--- src/rtl/alu_mc.sv ---
// Registered W-bit ALU with valid/ready on both sides and a single-entry output register.
// Every opcode except multiply takes one cycle. Multiply is a W-cycle shift-add.
module alu_mc #(
    parameter int W = 8
) (
    input  logic         clk,
    input  logic         rst_n,
    input  logic         in_valid,
    output logic         in_ready,
    input  logic [W-1:0] A,
    input  logic [W-1:0] B,
    input  logic [3:0]   opcode,
    output logic         out_valid,
    input  logic         out_ready,
    output logic [W-1:0] result,
    output logic [W-1:0] carry,
    output logic         zero,
    output logic         busy
);
    localparam int SHW = $clog2(W);
    localparam logic [SHW-1:0] LAST_BIT = SHW'(W - 1);
    localparam logic [3:0]     OP_MUL   = 4'b1000;

    // Handshake: a transfer happens on a rising edge where valid && ready on the same side.
    typedef enum logic {
        S_IDLE = 1'b0,
        S_MUL  = 1'b1
    } state_t;

    state_t           r_state;
    state_t           w_state_nxt;
    logic [2*W-1:0]   r_mcand;
    logic [W-1:0]     r_mplier;
    logic [2*W-1:0]   r_acc;
    logic [SHW-1:0]   r_cnt;
    logic [W-1:0]     r_result;
    logic [W-1:0]     r_carry;
    logic             r_zero;
    logic             r_out_valid;

    logic             w_accept;
    logic             w_is_mul;
    logic             w_mul_done;
    logic [2*W-1:0]   w_acc_nxt;
    logic [W-1:0]     w_res;
    logic [W-1:0]     w_cry;
    logic [W:0]       w_sum;
    logic             w_zero;

    assign in_ready   = (r_state == S_IDLE) && (!r_out_valid || out_ready);
    assign w_accept   = in_valid && in_ready;
    assign w_is_mul   = (opcode == OP_MUL);
    assign w_mul_done = (r_state == S_MUL) && (r_cnt == LAST_BIT);
    assign w_acc_nxt  = r_acc + (r_mplier[0] ? r_mcand : '0);

    assign out_valid = r_out_valid;
    assign result    = r_result;
    assign carry     = r_carry;
    assign zero      = r_zero;
    assign busy      = (r_state == S_MUL);

    // Single-cycle operations; multiply leaves these zero and is handled by the iterator.
    always_comb begin
        w_res = '0;
        w_cry = '0;
        w_sum = '0;
        case (opcode)
            4'b0000: w_res[0] = &A;
            4'b0001: w_res[0] = ^A;
            4'b0010: w_res[0] = |A;
            4'b0011: w_res = A & B;
            4'b0100: w_res = A | B;
            4'b0101: w_res = A ^ B;
            4'b0110: begin
                w_sum    = {1'b0, A} + {1'b0, B};
                w_res    = w_sum[W-1:0];
                w_cry[0] = w_sum[W];
            end
            4'b0111: begin
                w_sum    = {1'b0, A} - {1'b0, B};
                w_res    = w_sum[W-1:0];
                w_cry[0] = w_sum[W];
            end
            4'b1001: w_res[0] = (A == B);
            4'b1010: w_res[0] = (A > B);
            4'b1011: w_res[0] = (A < B);
            4'b1100: w_res = A >> B[SHW-1:0];
            4'b1101: w_res = A << B[SHW-1:0];
            4'b1110: w_res = A & ~B;
            4'b1111: w_res = ~A;
            default: w_res = '0;
        endcase
    end

    assign w_zero = (w_res == '0) && (w_cry == '0);

    always_ff @(posedge clk or negedge rst_n) begin
        if (!rst_n) begin
            r_state <= S_IDLE;
        end else begin
            r_state <= w_state_nxt;
        end
    end

    always_comb begin
        w_state_nxt = r_state;
        case (r_state)
            S_IDLE:  if (w_accept && w_is_mul) w_state_nxt = S_MUL;
            S_MUL:   if (w_mul_done) w_state_nxt = S_IDLE;
            default: w_state_nxt = S_IDLE;
        endcase
    end

    // Multiplicand shifts left and multiplier shifts right so bit 0 always selects the addend.
    always_ff @(posedge clk or negedge rst_n) begin
        if (!rst_n) begin
            r_mcand  <= '0;
            r_mplier <= '0;
            r_acc    <= '0;
            r_cnt    <= '0;
        end else if (w_accept && w_is_mul) begin
            r_mcand  <= {{W{1'b0}}, A};
            r_mplier <= B;
            r_acc    <= '0;
            r_cnt    <= '0;
        end else if (r_state == S_MUL) begin
            r_acc    <= w_acc_nxt;
            r_mcand  <= r_mcand << 1;
            r_mplier <= r_mplier >> 1;
            r_cnt    <= r_cnt + 1'b1;
        end
    end

    always_ff @(posedge clk or negedge rst_n) begin
        if (!rst_n) begin
            r_result    <= '0;
            r_carry     <= '0;
            r_zero      <= 1'b0;
            r_out_valid <= 1'b0;
        end else if (w_accept && !w_is_mul) begin
            r_result    <= w_res;
            r_carry     <= w_cry;
            r_zero      <= w_zero;
            r_out_valid <= 1'b1;
        end else if (w_mul_done) begin
            r_result    <= w_acc_nxt[W-1:0];
            r_carry     <= w_acc_nxt[2*W-1:W];
            r_zero      <= (w_acc_nxt == '0);
            r_out_valid <= 1'b1;
        end else if (out_ready) begin
            r_out_valid <= 1'b0;
        end
    end

endmodule

--- config.mk ---
export PLATFORM = sky130hd
export DESIGN_NAME = alu_mc
export DESIGN_NICKNAME = d
export VERILOG_FILES = /design/src/rtl/alu_mc.sv
export SDC_FILE = /design/constraint.sdc
export NUM_CORES = 1
export LEC_CHECK = 0
export CAP_MARGIN = 20
export CELL_PAD_IN_SITES_DETAIL_PLACEMENT = 1
export CELL_PAD_IN_SITES_GLOBAL_PLACEMENT = 2
export CORE_ASPECT_RATIO = 2
export CORE_MARGIN = 2
export CORE_UTILIZATION = 41
export CTS_BUF_LIST = sky130_fd_sc_hd__clkbuf_8
export DETAILED_ROUTE_END_ITERATION = 7
export DONT_BUFFER_PORTS = 1
export GPL_ROUTABILITY_DRIVEN = 0
export PLACE_DENSITY_LB_ADDON = 0.12
export SLEW_MARGIN = 15
export SYNTH_ARGS = -nofsm -noshare
export SYNTH_HDL_FRONTEND = slang
export SYNTH_SLANG_ARGS = --single-unit
--- constraint.sdc ---
create_clock -name clk -period 4.99 [get_ports clk]
set_clock_uncertainty 0.2 [all_clocks]
set_input_delay 0.499 -clock clk [delete_from_list [all_inputs] [get_ports clk]]
set_output_delay 0.499 -clock clk [all_outputs]
set_load 0.01 [all_outputs]
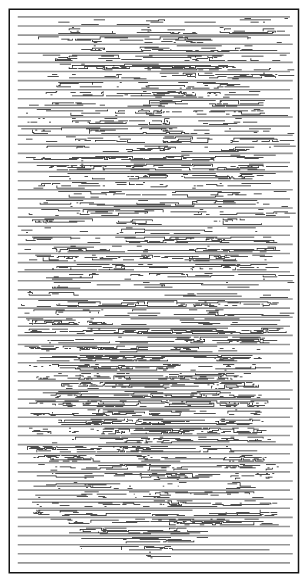
Fig. 1. M1 wires (run 1).
Supply wires on this layer in grey.
longest straight run: 46.0 µm
main direction: horizontal
DR vias: 4938
total wire length: 17500 µm

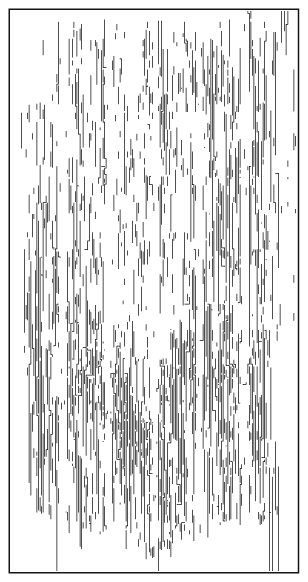
Fig. 2. The metal 2 layer (run 1).
nets with wire on the layer: 558
wire length on this layer: 7990 µm
main direction: vertical
longest straight run: 64.2 µm
share of all routed wire: 46%

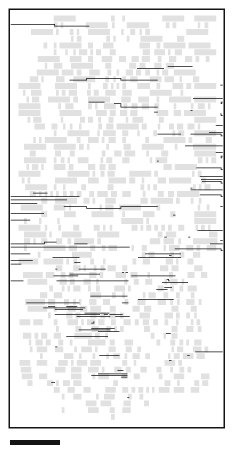
Fig. 3. Metal 3 (run 1).
The bar under the picture is 20 µm long. Cells faint in the background.
longest straight run: 47.6 µm
main direction: horizontal
share of all routed wire: 5.1%
nets with wire on the layer: 67
wire length on this layer: 883 µm

==> results.cfg, run 1 <==
; synthesis and place-and-route metrics
[run_status]
status = completed

[worst_setup_path]
worst_r2r_path_depth = 11
path_class = flop to flop
worstPathMaxFanout = 17
endpoint = zero
r2r-start = r_mplier[0]
critPathLaunchType = flop
cp-startpoint = r_mplier[0]
cp.arrival_ps = 3740
r2r_end = zero
required_ps = 5060
endpoint_kind = flop
r2r_slack_ps = 1320

[synthesis]
syn_inst = 641
ys_area_mm2 = 0.00551
syn_area_mm2 = 0.00551
synthArstFlopShare_pct = 100
ys_cells = 641
ys_warn_count = 0
postSynthAreaPerCell_um2 = 8.60
fp_nets = 718
ys_seq_share_pct = 28.1
synth-edff-count = 0
synth.distinct_cells = 76

[clock_network]
h-tree-depth = 3
postCtsSetupRepairBufs = 0
path_clk_slew_ps = 70
tritoncts = yes
cts_buffers = 9
ctsHoldBuffers = 2
cts_resized = 0
cts_sinks = 62

[cells_and_area]
flops = 62
logic_gate_count = 505
utilization_pct = 43.5
seq_share_pct = 26.9
comb_area_mm2 = 0.00367
buf_share_pct = 1.39
fin_cells = 774
nNonClkBuffers = 7
clk_share_pct = 2.88
sh_comb_area_pct = 63.6
synthToLayoutAreaGrowth_pct = 4.77
num_antenna_cells = 0
final_cell_area_mm2 = 0.00578
regArea_mm2 = 0.00155
inv_count = 29
largestClassByArea = combinational gates
fillers = 1581

[route]
drtIter0Drc = 288
first_pass_iters = 4
wl_met1_um = 8190
via_per_inst = 6.38
drc_errors = 0
antenna_left = 0
wl_met2_um = 7990
wire_per_inst_um = 22.6
highest_layer = met4

[final_timing]
worst_slew_pin_slew_ps = 998
fmax_mhz = 272
rsz0062_at_grt = false
setup_viol = 0
hold_viol_final = 0
post-route-period-util_pct = 73.6
fin_crit_ps = 3670
final.setup.tns_ps = 0

[hold_path]
whs_path_depth = 2
holdCritPathClass = primary input to flop
worstHoldStart = B[7]

[die]
fp.coreArea_mm2 = 0.0133
die-area_mm2 = 0.0144
tap_cells = 155
fp_util_pct = 41.5
dieHeight_um = 168
ios = 44
die_x_um = 86.0

[placed_design]
io_buffer_count = 0
post-dp-hpwl_um = 12900
detailed_place.area_mm2 = 0.00556

[global_routing]
grt_usage_pct = 24.5
grt_pass1_vias = 4892
grtUsageMet3_pct = 4.02
antenna_found_initial = 0
grt_overflow = 0
grt_pass1_wl_um = 27600
use_met2_pct = 37.6
grt_max_degree = 63
grt_most_used_layer = met2

[power]
leakage_nw = 2.60
powerDensity_mw_per_mm2 = 358
ir_drop_mv = 0.243

[job]
tool_warnings = 47
cap_violations = 0
==> run 1: layout by cell type, fill, tap and decap left out, types with 5 or more instances in the layout <==
| master | Yosys | final |
|---|---|---|
| and2_1 | 15 | 15 |
| o21ai_0 | 33 | 33 |
| inv_1 | 29 | 30 |
| o31ai_1 | 5 | 5 |
| nand2_1 | 91 | 91 |
| xnor2_1 | 15 | 15 |
| o211ai_1 | 7 | 7 |
| or3_1 | 5 | 5 |
| a211oi_1 | 7 | 7 |
| nand2b_1 | 6 | 6 |
| a2bb2oi_1 | 5 | 5 |
| a22oi_1 | 17 | 17 |
| a21oi_1 | 19 | 19 |
| clkbuf_8 | 0 | 10 |
| nor2_1 | 39 | 39 |
| a21o_1 | 7 | 7 |
| mux2i_1 | 16 | 16 |
| nor2b_1 | 6 | 6 |
| a31oi_1 | 5 | 5 |
| mux4_2 | 9 | 9 |
| o22ai_1 | 7 | 7 |
| nand3_1 | 18 | 18 |
| nor4_1 | 6 | 6 |
| dfrtp_1 | 62 | 61 |
| o221ai_1 | 5 | 5 |
| ha_1 | 50 | 50 |
| nor3_1 | 9 | 9 |
| clkinv_2 | 0 | 5 |
| xor2_1 | 7 | 7 |
| nand4_1 | 9 | 9 |
| a221o_1 | 5 | 5 |
==> run 1: registers in the layout, indices dropped and copies added, names as in the netlist <==
signal and flops:
result 8, r_cnt 3, r_mcand 16, busy 1, out_valid 1, r_acc 16
carry 8, r_mplier 8, zero 1
==> run 1: where the power goes <==
group / switching, mW / leakage, nW / internal [mW]
combinational: 0.530 / 1.68 / 0.325
sequential: 0.143 / 0.820 / 0.680
clock: 0.201 / 0.0968 / 0.187
total: 0.874 / 2.60 / 1.19
==> run 1: worst max-delay path, cell delays in order (launching register included) <==
cell       delay, ps
dfrtp_1          520
and2_1           210
ha_1             210
fa_1             420
a21oi_2          220
o221ai_2         160
a221o_2          380
a311oi_2         300
xnor2_1          130
or4_1            510
nand4bb_1        200
o211ai_2         150
==> run 1: cell usage after synthesis, drive strengths merged (15+ instances only) <==
| library cell | count | area (µm²) |
|---|---|---|
| nand3 | 18 | 90.1 |
| inv | 29 | 109 |
| ha | 50 | 626 |
| a22oi | 17 | 128 |
| o21ai | 33 | 165 |
| nand2 | 91 | 342 |
| dfrtp | 62 | 1550 |
| a21oi | 21 | 113 |
| clkbuf | 39 | 146 |
| and2 | 17 | 106 |
| nor2 | 39 | 146 |
| mux2i | 16 | 160 |
| xnor2 | 15 | 131 |
==> run 1: cell families (layout without fill, tap and decap cells) <==
logic type,count (synthesis),after routing,synth area share [%]
XOR/XNOR,22,22,3.50
multiplexers,28,28,7.19
flip-flops,62,62,28.1
adder cells (fa/ha/maj),53,53,12.4
AND/OR/NAND/NOR,234,234,21.3
buffers and inverters,74,52,5.22
AND-OR/OR-AND,168,168,22.2
==> run 1: metrics by stage <==
step                      setup slack, ps  power (mW)  hold slack [ps]
after detailed placement             1290        1.67             4.99
after global placement               1360        1.65             5.17
after floorplan                      1470        1.47             3.41
final                                1320        2.07             79.0
after CTS                            1270        2.08             68.2
after global routing                 1060        2.22             80.8
Fig. 4: run 1, met4 routing
Supply wires on this layer in grey. Cells faint in the background.
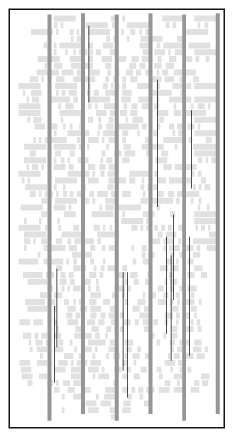

## Run 2: what changed since run 1
==> constraint.sdc (replaced) <==
create_clock -name clk -period 3.4 [get_ports clk]
set_clock_uncertainty 0.2 [all_clocks]
set_input_delay 0.34 -clock clk [delete_from_list [all_inputs] [get_ports clk]]
set_output_delay 0.34 -clock clk [all_outputs]
set_load 0.01 [all_outputs]
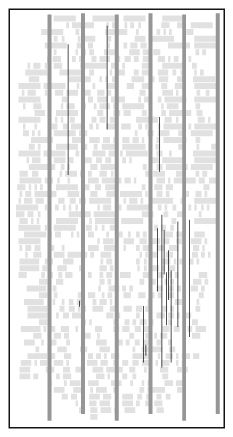
Fig. 5. Met4 routing (run 2).
Supply wires on this layer in grey. Cells faint in the background.
nets with wire on the layer: 13
share of all routed wire: 2.3%
longest straight run: 61.2 µm
DR vias: 5073
total wire length: 18200 µm

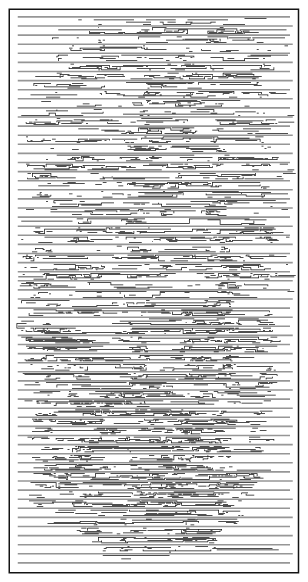
Fig. 6. M1 wires (run 2).
Supply wires on this layer in grey.
GRT met1 Usage: 35.8%

==> run 2 against run 1 <==
Compared with the run above:
- highest routed layer unchanged
- register-to-register slack lost 1200 ps
- wire length is 4.1% higher
- cell count rose by 3.9%
- largest cell class unchanged
- maximum frequency increased by 12%
- synthesized area stayed put
==> results.cfg, run 2 <==
; synthesis and place-and-route metrics
[run_status]
status = completed

[worst_setup_path]
cpPeakStageDelay_ps = 510
path_class = flop to flop
cp.arrival_ps = 3350
r2r_end = zero
r2r_slack_ps = 120
crit_family = AND-OR/OR-AND gates
worst_r2r_path_depth = 11
required_ps = 3470
critPathLaunchType = flop
cp_cell_sequence = and2_4 -> ha_4 -> fa_2 -> a21oi_4 -> o221ai_4 -> a221o_2 -> buf_4 -> xor2_1 -> or4_1 -> nand4bb_1 -> o211ai_2
worstPathMaxFanout = 3
cp.buffers_inverters = 1
endpoint_kind = flop
r2r-start = r_mplier[0]
crit_path_top_delay_cell = or4_1

[route]
via_per_inst = 6.31
wire_per_inst_um = 22.6
drtIter0Drc = 288
first_pass_iters = 4
antenna_left = 0
drc_errors = 0

[synthesis]
top_area_cell = dfrtp_1
ys_area_mm2 = 0.00551
syn_area_mm2 = 0.00551
fp_nets = 718
postSynthAreaPerCell_um2 = 8.60
synth_flops = 62
ys_warn_count = 0
synthFlopType = dfrtp_1
yosys.cell_count.top_type = nand2_1
ys_seq_share_pct = 28.1
synth_top_area_share_pct = 28.1
syn_inst = 641
common_cells = 91 x nand2_1, 62 x dfrtp_1, 50 x ha_1
synth.distinct_cells = 76
synth-edff-count = 0
ys_top_cells_by_area = dfrtp_1 28%, ha_1 11%, nand2_1 6.2%
synthArstFlopShare_pct = 100
ys_cells = 641

[die]
num_rows = 60
ios = 44
fp_util_pct = 41.5
dieHeight_um = 168
fp.coreArea_mm2 = 0.0133
die_x_um = 86.0
die-area_mm2 = 0.0144

[final_timing]
post-route-period-util_pct = 96.6
worst_slew_pin_slew_ps = 984
relSlewSlack_pct = 34.2
fin_crit_ps = 3280
setup_viol = 0
worst_slack_ps = 117
slew_violations = 0
fmax_mhz = 305
rsz0062_at_grt = true
hold_viol_final = 0
final.setup.tns_ps = 0

[power]
p_sw_mw = 1.33
powerDensity_mw_per_mm2 = 537
leakage_nw = 2.74
p_sw_share_pct = 40.2
clock_power_share_pct = 22.1
internal_power_mw = 1.97
seq_power_share_pct = 36.8
ir_drop_mv = 0.417
pwr-share-comb_pct = 41.1

[placed_design]
io_buffer_count = 0
detailed_place.area_mm2 = 0.00567
pre_cts_ws_ps = 129
post-dp-hpwl_um = 13000

[global_routing]
grt_pass1_vias = 5134
grt_usage_pct = 25.4
grt_pass1_wl_um = 28800
grt_overflow = 0
antenna_found_initial = 0
grt_max_degree = 63

[clock_network]
cts_sinks = 62
path_clk_slew_ps = 70
cts_buffer_depth = 2
h-tree-depth = 3
clock.latency.late_pin_ps = 340
tritoncts = yes
cts_buffers = 9
cts_root_buf = clkbuf_8

[hold_path]
worstHoldStart = in_valid
hold_end = carry[7]
holdCritPathClass = primary input to flop
whs_path_depth = 3

[cells_and_area]
top_regs = r_acc: 16 flops, r_mcand: 16 flops
num_antenna_cells = 0
fillers = 1584
synthToLayoutAreaGrowth_pct = 11.6
drive_above_1_share_pct = 10.8
fin_nets = 721
final_cell_area_mm2 = 0.00615
lay_top_cells = 91 x nand2_1, 61 x dfrtp_1, 48 x ha_1, 39 x nor2_1, 33 x o21ai_0
lay_top_count = nand2_1

[job]
tool_warnings = 48
cap_violations = 0
-- run 2: worst reg2reg max path, delay by kind of cell, from the launching register on --
family	cells	cell delay [ps]
AOI/OAI and AO/OA	4	900
and+or+nand+nor	3	880
adders and majority gates	2	530
DFF	1	400
xor gates and xnor gates	1	170
buffers and inverters	1	140
-- run 2: area by class of cell --
type	instances	area, µm²	share of cell area (%)
Multi-Input combinational cell	505	3730	60.6
Sequential cell	62	1550	25.2
Timing Repair Buffer	37	344	5.60
Tap cell	155	194	3.15
Clock buffer	10	138	2.24
Inverter	29	109	1.77
Clock inverter	6	85.1	1.38
-- run 2: per-stage QoR --
step,util [%],total power [mW],instances,hold WS [ps]
2_1_floorplan,-,2.16,641,-156
3_5_place_dp,42.7,2.52,769,-153
3_3_place_gp,42.7,2.49,769,-154
4_1_cts,45.8,3.30,803,73.6
6_report,46.3,3.30,804,76.9
5_1_grt,46.3,3.54,804,113
-- run 2: repair_timing --
action	CTS	global route
hold endpoints to repair	78	0
buffers inserted	0	1
endpoints found under the setup margin	0	3
resized	0	9
hold buffers	18	0
-- run 2: kinds of logic (layout without fill, tap and decap cells) --
kind of cell	after synthesis	in the layout	share of synthesized area (%)
XOR/XNOR	22	22	3.50
flip-flops	62	62	28.1
AND/OR/NAND/NOR	234	234	21.3
AND-OR/OR-AND	168	168	22.2
adder cells (fa/ha/maj)	53	53	12.4
buffers and inverters	74	82	5.22
multiplexers	28	28	7.19
-- run 2: power by group through the flow --
stage	combinational (mW)	sequential, mW	clock, mW
after detailed placement	1.29	1.22	0
after global routing	1.52	1.25	0.775
after global placement	1.27	1.22	0
final	1.36	1.22	0.728
after floorplan	0.997	1.16	0
after CTS	1.34	1.21	0.744
-- run 2: worst max path at each step --
stage	startpoint	end	slack [ps]	depth (start not counted)
floorplan	r_mplier[0]	zero	50	12
global placement	r_mplier[0]	zero	160	11
detailed placement	r_mcand[0]	zero	130	11
CTS	r_mcand[0]	zero	100	11
global route	r_mplier[0]	zero	-40	11
finish	r_mplier[0]	zero	120	11
-- run 2: metal layers --
layer	vias to the layer above	part of all wire, %	global-route usage (%)
li1	2372	-	-
met1	2515	46	35.8
met2	154	47	40.2
met3	32	4.7	3.53
met4	0	2.3	7.45
met5	-	0	0
Power figures rest on the tool's default switching activity, not on a simulated workload.
